### Signal wires by layer, run 1

Scale bar: 20 um. Two of the layers only.
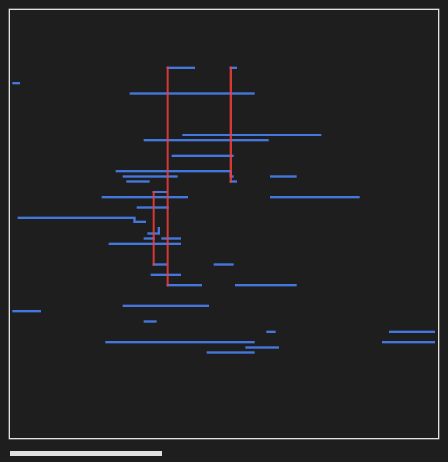
### Cell classes on the final placement, run 1

Scale bar: 20 um.
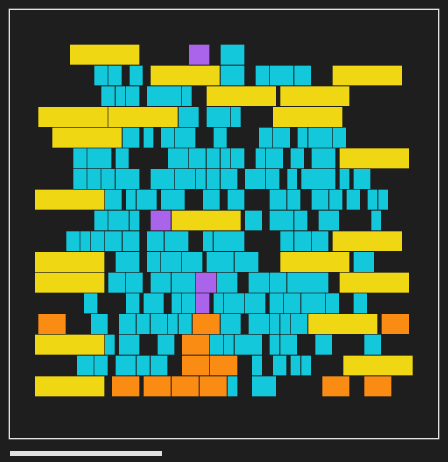
### Where the registers sit, run 1

Scale bar: 20 um. Other sequential cells in the stronger gray, the rest of the logic in the fainter gray.
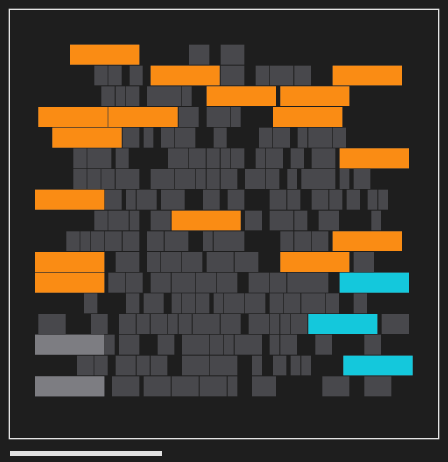
### Gate families picked out, run 1

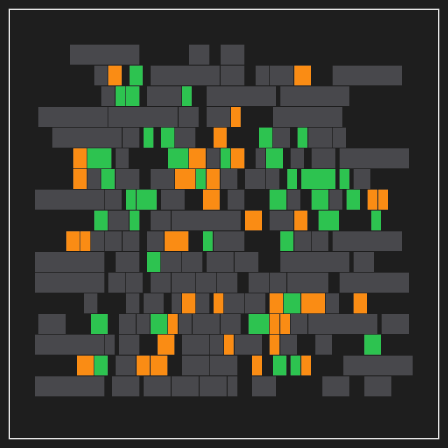
[src/rtl/garage_door_ctrl.sv]
// Garage-door motor controller: one push-button, up/down limit switches, obstruction sensor,
// stop/reverse on press, auto-reverse while closing, motion watchdog and optional auto-close.
module garage_door_ctrl #(
  parameter int unsigned TMO_W        = 16,
  parameter int unsigned MOVE_TIMEOUT = 50000,
  parameter int unsigned AUTO_CLOSE   = 0
) (
  input  logic       clk,
  input  logic       reset_n,
  input  logic       active,
  input  logic       up_max,
  input  logic       dn_max,
  input  logic       obstruct,
  input  logic       fault_clr,
  output logic       up_m,
  output logic       dn_m,
  output logic       fault,
  output logic [2:0] state_o
);

  typedef enum logic [2:0] {
    IDLE    = 3'd0,
    MOVE_UP = 3'd1,
    MOVE_DN = 3'd2,
    STOPPED = 3'd3,
    FAULT   = 3'd4
  } state_t;

  typedef enum logic {DIR_DN = 1'b0, DIR_UP = 1'b1} dir_t;

  localparam logic [TMO_W-1:0] TMO_LAST = TMO_W'(MOVE_TIMEOUT - 1);
  localparam logic [TMO_W-1:0] AC_LAST  = TMO_W'(AUTO_CLOSE - 1);
  localparam logic             AC_EN    = (AUTO_CLOSE != 0);

  state_t           state, state_nxt;
  dir_t             last_dir, last_dir_nxt;
  logic [TMO_W-1:0] cnt, cnt_nxt;
  logic             active_q;
  logic             cmd;
  logic             both_lim;

  assign cmd      = active & ~active_q;
  assign both_lim = up_max & dn_max;

  always_ff @(posedge clk or negedge reset_n) begin
    if (!reset_n) begin
      state    <= IDLE;
      last_dir <= DIR_DN;
      cnt      <= '0;
      active_q <= 1'b0;
    end else begin
      state    <= state_nxt;
      last_dir <= last_dir_nxt;
      cnt      <= cnt_nxt;
      active_q <= active;
    end
  end

  always_comb begin
    state_nxt    = state;
    last_dir_nxt = last_dir;
    case (state)
      IDLE: begin
        if (both_lim)                                           state_nxt = FAULT;
        else if (cmd && up_max)                                 state_nxt = MOVE_DN;
        else if (cmd)                                           state_nxt = MOVE_UP;
        else if (AC_EN && up_max && !obstruct && cnt == AC_LAST) state_nxt = MOVE_DN;
      end
      MOVE_UP: begin
        if (both_lim)             state_nxt = FAULT;
        else if (up_max)          state_nxt = IDLE;
        else if (cnt == TMO_LAST) state_nxt = FAULT;
        else if (cmd) begin
          state_nxt    = STOPPED;
          last_dir_nxt = DIR_UP;
        end
      end
      MOVE_DN: begin
        if (both_lim)     state_nxt = FAULT;
        else if (dn_max)  state_nxt = IDLE;
        else if (obstruct) begin
          state_nxt    = MOVE_UP;
          last_dir_nxt = DIR_UP;
        end
        else if (cnt == TMO_LAST) state_nxt = FAULT;
        else if (cmd) begin
          state_nxt    = STOPPED;
          last_dir_nxt = DIR_DN;
        end
      end
      STOPPED: begin
        if (cmd) state_nxt = (last_dir == DIR_UP) ? MOVE_DN : MOVE_UP;
      end
      FAULT: begin
        if (fault_clr) state_nxt = IDLE;
      end
      default: state_nxt = IDLE;
    endcase
  end

  // In IDLE the counter only runs as the auto-close timer (door up, beam clear)
  always_comb begin
    cnt_nxt = cnt;
    if (state_nxt != state) begin
      cnt_nxt = '0;
    end else begin
      case (state)
        MOVE_UP, MOVE_DN: if (cnt != '1) cnt_nxt = cnt + 1'b1;
        IDLE: begin
          if (up_max && !obstruct) begin
            if (cnt != '1) cnt_nxt = cnt + 1'b1;
          end else begin
            cnt_nxt = '0;
          end
        end
        default: cnt_nxt = cnt;
      endcase
    end
  end

  assign up_m    = (state == MOVE_UP);
  assign dn_m    = (state == MOVE_DN);
  assign fault   = (state == FAULT);
  assign state_o = state;

endmodule

[config.mk]
export PLATFORM = sky130hd
export DESIGN_NAME = garage_door_ctrl
export DESIGN_NICKNAME = d
export VERILOG_FILES = /design/src/rtl/garage_door_ctrl.sv
export SDC_FILE = /design/constraint.sdc
export NUM_CORES = 1
export LEC_CHECK = 0
export ABC_CLOCK_PERIOD_IN_PS = 5340
export CORE_MARGIN = 3
export CORE_UTILIZATION = 58
export DETAILED_ROUTE_END_ITERATION = 12
export PLACE_DENSITY = 0.86
export SYNTH_ARGS = -nofsm -noshare
export SYNTH_HDL_FRONTEND = slang
export SYNTH_SLANG_ARGS = --single-unit
[constraint.sdc]
create_clock -name clk -period 5.34 [get_ports clk]
set_clock_uncertainty 0.2 [all_clocks]
set_input_delay 0.801 -clock clk [delete_from_list [all_inputs] [get_ports clk]]
set_output_delay 0.801 -clock clk [all_outputs]
set_load 0.03 [all_outputs]
==> results.yml, run 1 <==
# physical design summary
cts:
  cts_tree: "built"
  cts_root_buffer: "clkbuf_4"
  cts_htree_levels: 1
  insertion_delay_ps: 320
  ctsHoldBuffers: 0
  tritoncts_num_sinks: 21
  ctsResizeCount: 0
  clk_pin_slew_ps: 130
  cts_buffers: 3
  post-cts-setup-buffer-count: 0
  ctsLongestPathBuffers: 2
worst_setup_path:
  cp_slowest_cell: "o221ai_2"
  max_stage_delay_ps: 620
  startpoint_type: "input port"
  crit_path_cell_trace: "clkdlybuf4s50_1, or4b_1, a21o_1, nor3_1, nor4b_1, o221ai_2, nor3_1"
  cp-end-kind: "flop"
  cp.required_ps: 5330
  critPathTopFamily: "simple AND/OR/NAND/NOR gates"
  path_common_cell: "nor3_1"
  path_buffers: 1
  worst-path-max-fanout: 16
  crit_arrival_ps: 3120
  critPathKind: "input port to flop"
sta:
  setup_ws_ps: 2210
  fin_tns_setup_ps: 0
  setup_viol: 0
  clock.fmax_ghz: 0.319
  final.min_clock_period_ps: 3130
  slew_headroom: 0.362
  hold_viol: 0
  rsz0062_at_grt: "false"
  finalClockPeriodUsage: 0.586
  slew_violations: 0
  worstMarginPinSlew_ps: 954
floorplanning:
  fp_util: 0.636
  fp-row-count: 17
  fp.dieH_um: 56.2
  ioPinCount: 13
  die_x_um: 56.2
  die_area_um2: 3160
  core_um2: 2300
run_status:
  status: "completed"
synth:
  ys_seq_share: 0.360
  synth_async_sr_flop_share: 1.00
  ys_ff: 21
  ys_types: 49
  ys_cells: 175
  flop_cell: "dfrtp_1"
  avgSynthCellArea_um2: 8.35
  synth_area_um2: 1460
  syn_inst: 175
  synth_warnings: 0
  synth_chip_area_um2: 1460
  synthesis.nets: 183
routing:
  drt_pass1_iterations: 5
  wl_met2_um: 1660
  ant_nets: 0
  routed_via_density: 7.01
  drc: 0
  wl_per_cell_um: 16.9
  m1WireLength_um: 1620
  routed.top_layer: "met4"
  wl_met3_um: 230
  vias: 1479
  wirelength_um: 3560
final_layout:
  lay_top_cells: "dfrtp_1 (21), a21oi_1 (14), nand2_1 (13)"
  n_antenna_cell: 0
  area_growth_pct: 9.50
  drive_gt1_frac: 0.0710
  nFillCells: 184
  lay_top_count: "dfrtp_1"
  final_nets: 192
grt:
  overflow: 0
  grt_antenna_before_repair: 0
  grt_pass1_vias: 1360
  grtUsageTotal: 0.240
  grt_pass1_wl_um: 6150
job:
  warning_count: 26
  drv_cap: 0
placed_design:
  gp_congestion: 0.907
  place.port_buffers: 12
  dp_hpwl_um: 2560
  pre_cts_ws_ps: 1850
power:
  p_total_uw: 395
  leakagePower_uw: 0.000569
  vdd_drop_max_mv: 0.237
  powerDensity_nw_per_um2: 247
hold_path:
  holdCritPathClass: "flop to flop"
Notes on 'Signal wires by layer' above:
M3 -> blue  # wire length 231 um
M4 -> red  # wire length 53.0 um

Notes on 'Cell classes on the final placement' above:
remaining logic cells -> cyan  # cells 146, share of their area 57%
remaining buffers and delay cells -> orange  # cells 12, share of their area 7.7%
registers -> yellow  # cells 21, share of their area 34%
clock drivers and dummy loads -> purple  # cells 4, share of their area 1.8%

Notes on 'Where the registers sit' above:
state_o -> cyan  # sequential cells 3
cnt -> orange  # sequential cells 16

Notes on 'Gate families picked out' above:
nand cells -> green  # cells 37
nor cells -> orange  # cells 34

## run 1: area by class of cell
class                           count  area [um^2]  area share
Clock buffer                        3         22.5      0.0141
Clock inverter                      1         5.00     0.00313
Inverter                            4         15.0     0.00938
Multi-Input combinational cell    142          877       0.548
Sequential cell                    21          526       0.328
Tap cell                           28         35.0      0.0219
Timing Repair Buffer               12          120      0.0751
## run 1: where the power goes
group	internal (uW)	leakage (uW)	switching (uW)	total, uW
clock network	28.1	0.0000177	53.8	81.9
logic	47.0	0.000267	83.2	130
registers	168	0.000285	15.2	183
total	243	0.000569	152	395
## run 1: cells by family after synthesis
logic type,share of synthesized area
flops,0.360
buf+inv,0.0402
fa+ha+maj,0.00856
simple gates,0.321
compound gates,0.271
## run 1: path summary, 6_finish.rpt
| path | from | to | slack, ps | cells past startpoint |
|---|---|---|---|---|
| worst min-delay path | cnt[7] | cnt[7] | 350 | 1 |
| worst max register to register | state_o[1] | cnt[14] | 2540 | 6 |
| min in group asynchronous | reset_n | cnt[13] | 790 | 1 |
| worst max-delay path | dn_max | cnt[14] | 2210 | 7 |
| worst min register to register | cnt[7] | cnt[7] | 350 | 1 |
| max in group asynchronous | reset_n | active_q | 3570 | 1 |
## run 1: flip-flops by register name, summed over array words and instances, names as in the netlist
name      flops
last_dir      1
active_q      1
cnt          16
state_o       3
## run 1: cells in the mapped netlist (all sizes together), types with 5 or more instances
library cell | number | area [um^2]
dfrtp | 21 | 526
a21oi | 14 | 70.1
nand2 | 13 | 48.8
nor2 | 13 | 51.3
nor3 | 12 | 60.1
a31oi | 11 | 68.8
nand3 | 11 | 55.1
nand2b | 5 | 31.3
o21ai | 5 | 28.8
## run 1: routing by layer
metal | track usage | up-vias
li1 | - | 701
met1 | 0.349 | 709
met2 | 0.361 | 61
met3 | 0.0302 | 8
met4 | 0.0949 | 0
met5 | 0 | -
## run 1: stage by stage
stage | utilization | area (um^2) | hold slack, ps | instances
after floorplan | - | 1460 | 281 | 175
after global placement | 0.685 | 1570 | 304 | 207
after detailed placement | 0.685 | 1570 | 327 | 207
after CTS | 0.697 | 1600 | 348 | 211
after global routing | 0.697 | 1600 | 385 | 211
final | 0.697 | 1600 | 349 | 211
## run 1: worst register-to-register path, stage by stage (launching register included)
cell	delay, ps
dfrtp_1	650
or4b_1	480
a21o_1	210
nor3_1	250
nor4b_1	100
o221ai_2	620
nor3_1	150
## Run 2: what changed since run 1
==> config.mk (replaced) <==
export PLATFORM = sky130hd
export DESIGN_NAME = garage_door_ctrl
export DESIGN_NICKNAME = d
export VERILOG_FILES = /design/src/rtl/garage_door_ctrl.sv
export SDC_FILE = /design/constraint.sdc
export NUM_CORES = 1
export LEC_CHECK = 0
export ABC_CLOCK_PERIOD_IN_PS = 3210
export CORE_MARGIN = 3
export CORE_UTILIZATION = 57
export DETAILED_ROUTE_END_ITERATION = 12
export PLACE_DENSITY = 0.85
export SYNTH_ARGS = -nofsm -noshare
export SYNTH_HDL_FRONTEND = slang
export SYNTH_SLANG_ARGS = --single-unit
==> constraint.sdc (replaced) <==
create_clock -name clk -period 3.21 [get_ports clk]
set_clock_uncertainty 0.2 [all_clocks]
set_input_delay 0.4815 -clock clk [delete_from_list [all_inputs] [get_ports clk]]
set_output_delay 0.4815 -clock clk [all_outputs]
set_load 0.03 [all_outputs]
### Cell classes on the final placement, run 2

Scale bar: 20 um.
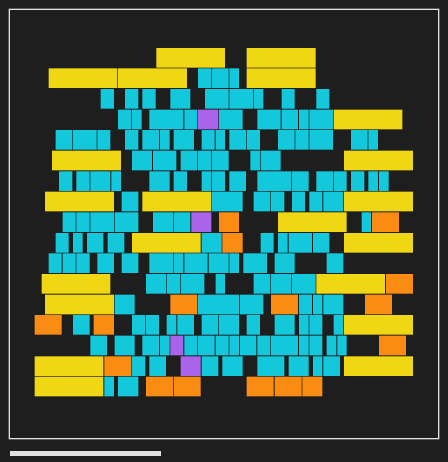
registers -> yellow  # cells 21, share of their area 33%
clock drivers and dummy loads -> purple  # cells 4, share of their area 1.7%
remaining buffers and delay cells -> orange  # cells 16, share of their area 9.4%
remaining logic cells -> cyan  # cells 146, share of their area 56%
cell area after layout: 1630 um^2
sequential cell area share: 0.322

==> run 2 against run 1 <==
Net effect:
- utilization rose by 0.66 points
- largest power group unchanged
- combinational power rose by 77%
- critical endpoint is now up_m
- hold slack improved by 2.1 ps
- die area rose by 1.6%
- first-iteration DRC count rose by 3.5%
- design area rose by 1.9%
- global-route usage fell by 1.2 points
- wire length rose by 1.3%
==> results.yml, run 2 <==
# physical design summary
cts:
  ctsResizeCount: 0
  insertion_delay_ps: 330
  cts_root_buffer: "clkbuf_4"
  ctsLongestPathBuffers: 2
  clk_pin_slew_ps: 140
  ctsHoldBuffers: 0
  cts_htree_levels: 1
  tritoncts_num_sinks: 21
  cts_tree: "built"
hold_path:
  hold_start: "cnt[8]"
  worstHoldPathCells: 1
  min_to: "cnt[8]"
  holdCritPathClass: "flop to flop"
synth:
  yosysMostFrequentCell: "dfrtp_1"
  topCellsByArea: "dfrtp_1 (36%), a21oi_1 (4.8%), a31oi_1 (4.7%)"
  avgSynthCellArea_um2: 8.35
  synth_warnings: 0
  synth_area_um2: 1460
  syn_inst: 175
  flop_cell: "dfrtp_1"
  ys_types: 49
  ys_seq_share: 0.360
  synth_async_sr_flop_share: 1.00
  synth_chip_area_um2: 1460
  common_cells: "dfrtp_1 (21), a21oi_1 (14), nand2_1 (13), nor2_1 (12), nor3_1 (12)"
  ys_ff: 21
floorplanning:
  die_x_um: 56.6
  fp_util: 0.630
  fp-row-count: 17
  die_area_um2: 3210
  fp.dieH_um: 56.6
final_layout:
  area_growth_pct: 11.6
  finalNonFillerCells: 215
  top_register: "cnt"
  lay_top_cells: "dfrtp_1 (21), a21oi_1 (14), nand2_1 (13)"
  lay_top_count: "dfrtp_1"
  n_antenna_cell: 0
  drive_gt1_frac: 0.0909
  largest_reg_flops: 16
worst_setup_path:
  path_common_cell: "nor2b_1"
  crit_arrival_ps: 2180
  cp.required_ps: 2530
  critPathKind: "flop to output pin"
  cp_slowest_cell: "clkdlybuf4s50_1"
  critPathTopFamily: "buffers and inverters"
  ff2ff_path_depth: 6
  rr_endpoint: "cnt[2]"
  path_buffers: 1
  worst-path-max-fanout: 14
sta:
  slew_headroom: 0.356
  clock.fmax_ghz: 0.350
  worstMarginPinSlew_ps: 958
  holdWs_ps: 351
  final.min_clock_period_ps: 2860
  rsz0062_at_grt: "false"
  setup_viol: 0
  finalClockPeriodUsage: 0.890
  slew_violations: 0
placed_design:
  dp_hpwl_um: 2620
  place.port_buffers: 12
  place_area_um2: 1600
  placedCellCount: 211
  gp_congestion: 0.919
job:
  drv_cap: 0
  warning_count: 26
routing:
  ant_nets: 0
  routed_via_density: 6.73
  drt_pass1_iterations: 4
grt:
  grt_pass1_vias: 1280
  grt_pass1_wl_um: 5910
run_status:
  status: "completed"
power:
  powerDensity_nw_per_um2: 415
### Signal wires by layer, run 2

Scale bar: 20 um. Two of the layers only.
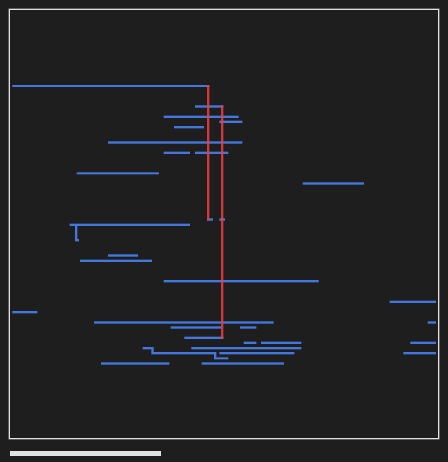
M3 -> blue  # wire length 256 um
M4 -> red  # wire length 48.3 um
GRT Util Overall: 0.229
final wirelength: 3610 um
Avg WL per Cell: 16.8 um
routed vias: 1,448

[run 2: kinds of logic (layout without fill, tap and decap cells)]
| group | after synthesis | after routing | share of synthesized area |
|---|---|---|---|
| simple gates | 83 | 83 | 0.321 |
| compound gates | 58 | 58 | 0.271 |
| flops | 21 | 21 | 0.360 |
| buf+inv | 12 | 24 | 0.0402 |
| fa+ha+maj | 1 | 1 | 0.00856 |
[run 2: per-layer routing]
layer / global-route usage / vias up / wire [um] / part of all wire
met5: 0 / - / 0 / 0
met4: 0.0814 / 0 / 48 / 0.013
met3: 0.0230 / 5 / 255 / 0.071
met2: 0.332 / 62 / 1610 / 0.45
met1: 0.349 / 679 / 1690 / 0.47
li1: - / 702 / - / -
[run 2: through the flow]
step | utilization | setup slack [ps] | power [uW]
final | 0.703 | 352 | 677
after detailed placement | 0.691 | 110 | 535
after global routing | 0.703 | 245 | 707
after floorplan | - | 563 | 466
after CTS | 0.703 | 399 | 670
after global placement | 0.691 | 183 | 529
[run 2: worst max-delay path by stage]
stage / start / end / slack, ps / cells after the start
after detailed placement: up_max / cnt[2] / 110 / 7
after global placement: up_max / cnt[2] / 180 / 7
final: state_o[0] / up_m / 350 / 3
after floorplan: state_o[0] / cnt[6] / 560 / 7
after global routing: state_o[1] / cnt[2] / 240 / 6
after CTS: state_o[0] / up_m / 400 / 3
[run 2: cell type report]
type                            count  area [um^2]
Clock buffer                        3         22.5
Clock inverter                      1         5.00
Fill cell                         176          688
Inverter                            4         15.0
Multi-Input combinational cell    142          877
Sequential cell                    21          526
Tap cell                           28         35.0
Timing Repair Buffer               16          150
[run 2: power breakdown]
| part | total (uW) | leakage (uW) | switching, uW | internal [uW] |
|---|---|---|---|---|
| Combinational | 230 | 0.000286 | 141 | 88.6 |
| Clock | 142 | 0.0000177 | 95.0 | 46.8 |
| Sequential | 305 | 0.000285 | 26.3 | 279 |
| Total | 677 | 0.000588 | 262 | 415 |
### Gate families picked out, run 2

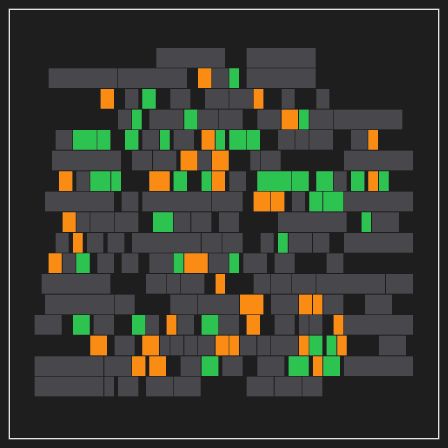

## Run 3: what changed since run 2
==> constraint.sdc (replaced) <==
create_clock -name clk -period 3.21 [get_ports clk]
set_clock_uncertainty 0.2 [all_clocks]
set_input_delay 0.963 -clock clk [delete_from_list [all_inputs] [get_ports clk]]
set_output_delay 0.963 -clock clk [all_outputs]
set_load 0.03 [all_outputs]
### Gate families picked out, run 3

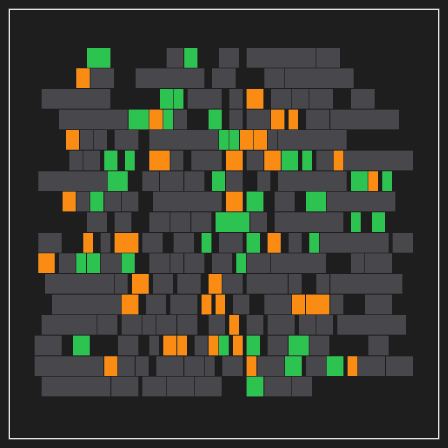
nor cells -> orange  # cells 34
nand cells -> green  # cells 37

==> run 3 against run 2 <==
Net effect:
- power rose by 5.8%
- fmax fell by 8.4%
- critical path depth did not move
- combinational power rose by 24%
- first-iteration DRC count fell by 25%
- design area rose by 6.2%
- highest routed layer unchanged
==> results.yml, run 3 <==
# physical design summary
power:
  powerDensity_nw_per_um2: 414
  leakagePower_uw: 0.000645
cts:
  insertion_delay_ps: 310
  ctsResizeCount: 0
  ctsLongestPathBuffers: 2
  ctsHoldBuffers: 0
  tritoncts_num_sinks: 21
  cts_tree: "built"
  cts_htree_levels: 1
  cts_root_buffer: "clkbuf_4"
  clk_pin_slew_ps: 130
grt:
  grt_max_degree: 22
  grt_pass1_vias: 1421
  grt_pass1_wl_um: 6820
  grtUsageTotal: 0.271
routing:
  wirelength_um: 3960
  vias: 1534
  drt_pass1_iterations: 4
  routed_via_density: 6.82
  ant_nets: 0
  wl_per_cell_um: 17.6
floorplanning:
  die_area_um2: 3210
  die_x_um: 56.6
  fp_util: 0.630
  fp.dieH_um: 56.6
  fp-row-count: 17
sta:
  holdWs_ps: 342
  clock.fmax_ghz: 0.321
  setup_viol: 0
  final.min_clock_period_ps: 3120
  slew_headroom: 0.362
  slew_violations: 0
  finalClockPeriodUsage: 0.971
  setup_ws_ps: 92.0
  rsz0062_at_grt: "false"
  worstMarginPinSlew_ps: 948
synth:
  ys_seq_share: 0.360
  yosysMostFrequentCell: "dfrtp_1"
  synth_warnings: 0
  syn_inst: 175
  synth_async_sr_flop_share: 1.00
  topCellsByArea: "dfrtp_1 (36%), a21oi_1 (4.8%), a31oi_1 (4.7%)"
  ys_ff: 21
  synth_chip_area_um2: 1460
  avgSynthCellArea_um2: 8.35
  edf_count: 0
  synth_area_um2: 1460
  ys_types: 49
  flop_cell: "dfrtp_1"
  common_cells: "dfrtp_1 (21), a21oi_1 (14), nand2_1 (13), nor2_1 (12), nor3_1 (12)"
hold_path:
  holdCritPathClass: "flop to flop"
worst_setup_path:
  worst-path-max-fanout: 3
  rr_endpoint: "cnt[9]"
  critPathKind: "flop to output pin"
  path_common_cell: "nor2b_1"
  cp.required_ps: 2050
  endpoint: "up_m"
  cp_slowest_cell: "clkdlybuf4s50_1"
  crit_arrival_ps: 1960
  ff2ff_path_depth: 8
  cp-startpoint: "state_o[0]"
final_layout:
  nFillCells: 177
  n_antenna_cell: 0
  largest_reg_flops: 16
  top_register: "cnt"
  finalNonFillerCells: 225
  lay_top_count: "dfrtp_1"
  area_growth_pct: 18.5
  lay_top_cells: "dfrtp_1 (20), a21oi_1 (14), nand2_1 (13)"
  drive_gt1_frac: 0.142
  utilization: 0.747
placed_design:
  dp_hpwl_um: 3060
  gp_congestion: 0.987
  place.port_buffers: 12
  pre_cts_ws_ps: -105
  placedCellCount: 221
job:
  warning_count: 26
run_status:
  status: "completed"
### Cell classes on the final placement, run 3

Scale bar: 20 um.
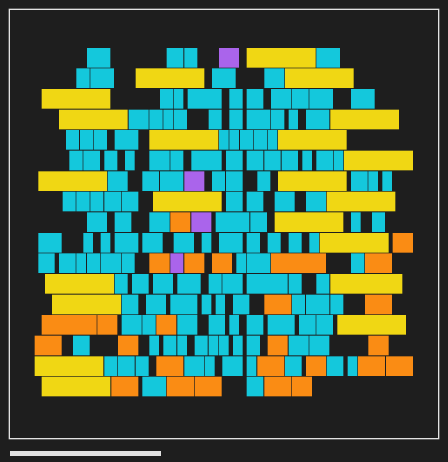
remaining buffers and delay cells -> orange  # cells 26, share of their area 15%
remaining logic cells -> cyan  # cells 146, share of their area 53%
clock drivers and dummy loads -> purple  # cells 4, share of their area 1.6%
registers -> yellow  # cells 21, share of their area 31%

[run 3: cell types whose count changed in the layout (fill, tap and decap cells not counted), sizes merged]
| cell | delta |
|---|---|
| buf | +10 |
[run 3: per-stage QoR]
stage	total power [uW]	instance area, um^2
after floorplan	466	1460
after global placement	569	1700
after detailed placement	584	1700
after CTS	713	1730
after global routing	755	1730
final	716	1730
[run 3: layout make-up]
| type | count | area [um^2] | share of cell area |
|---|---|---|---|
| Multi-Input combinational cell | 142 | 877 | 0.507 |
| Tap cell | 28 | 35.0 | 0.0202 |
| Timing Repair Buffer | 26 | 250 | 0.145 |
| Sequential cell | 21 | 527 | 0.304 |
| Inverter | 4 | 15.0 | 0.00867 |
| Clock inverter | 1 | 5.00 | 0.00289 |
| Clock buffer | 3 | 22.5 | 0.0130 |
[run 3: cell families after synthesis]
kind of cell               Yosys count  share of synthesized area
DFF                                 21                      0.360
buffers and inverters               12                     0.0402
and+or+nand+nor                     83                      0.321
adders and majority gates            1                    0.00856
AOI/OAI and AO/OA                   58                      0.271
[run 3: power by group]
group | switching, uW | internal [uW]
sequential | 17.6 | 279
clock | 87.5 | 46.5
combinational | 162 | 123
total | 267 | 449
[run 3: critical path, delay by kind of cell, from the launching register on]
family	cells	cell delay [ps]
buffers and inverters	1	710
DFF	1	440
and+or+nand+nor	2	500
[run 3: per-layer routing]
| metal | GRT usage | wire length, um | part of all wire | vias to the layer above |
|---|---|---|---|---|
| met5 | 0 | 0 | 0 | - |
| met4 | 0.105 | 82 | 0.021 | 0 |
| met3 | 0.0345 | 203 | 0.051 | 10 |
| met2 | 0.411 | 1910 | 0.48 | 52 |
| met1 | 0.389 | 1770 | 0.45 | 742 |
| li1 | - | - | - | 730 |
[run 3: worst min-delay path by stage]
stage,start,cells past startpoint,to
final,cnt[8],1,cnt[8]
after global routing,cnt[8],1,cnt[8]
after CTS,cnt[8],1,cnt[8]
after detailed placement,cnt[8],1,cnt[8]
after global placement,cnt[8],1,cnt[8]
after floorplan,cnt[8],1,cnt[8]
Power figures rest on the tool's default switching activity, not on a simulated workload.
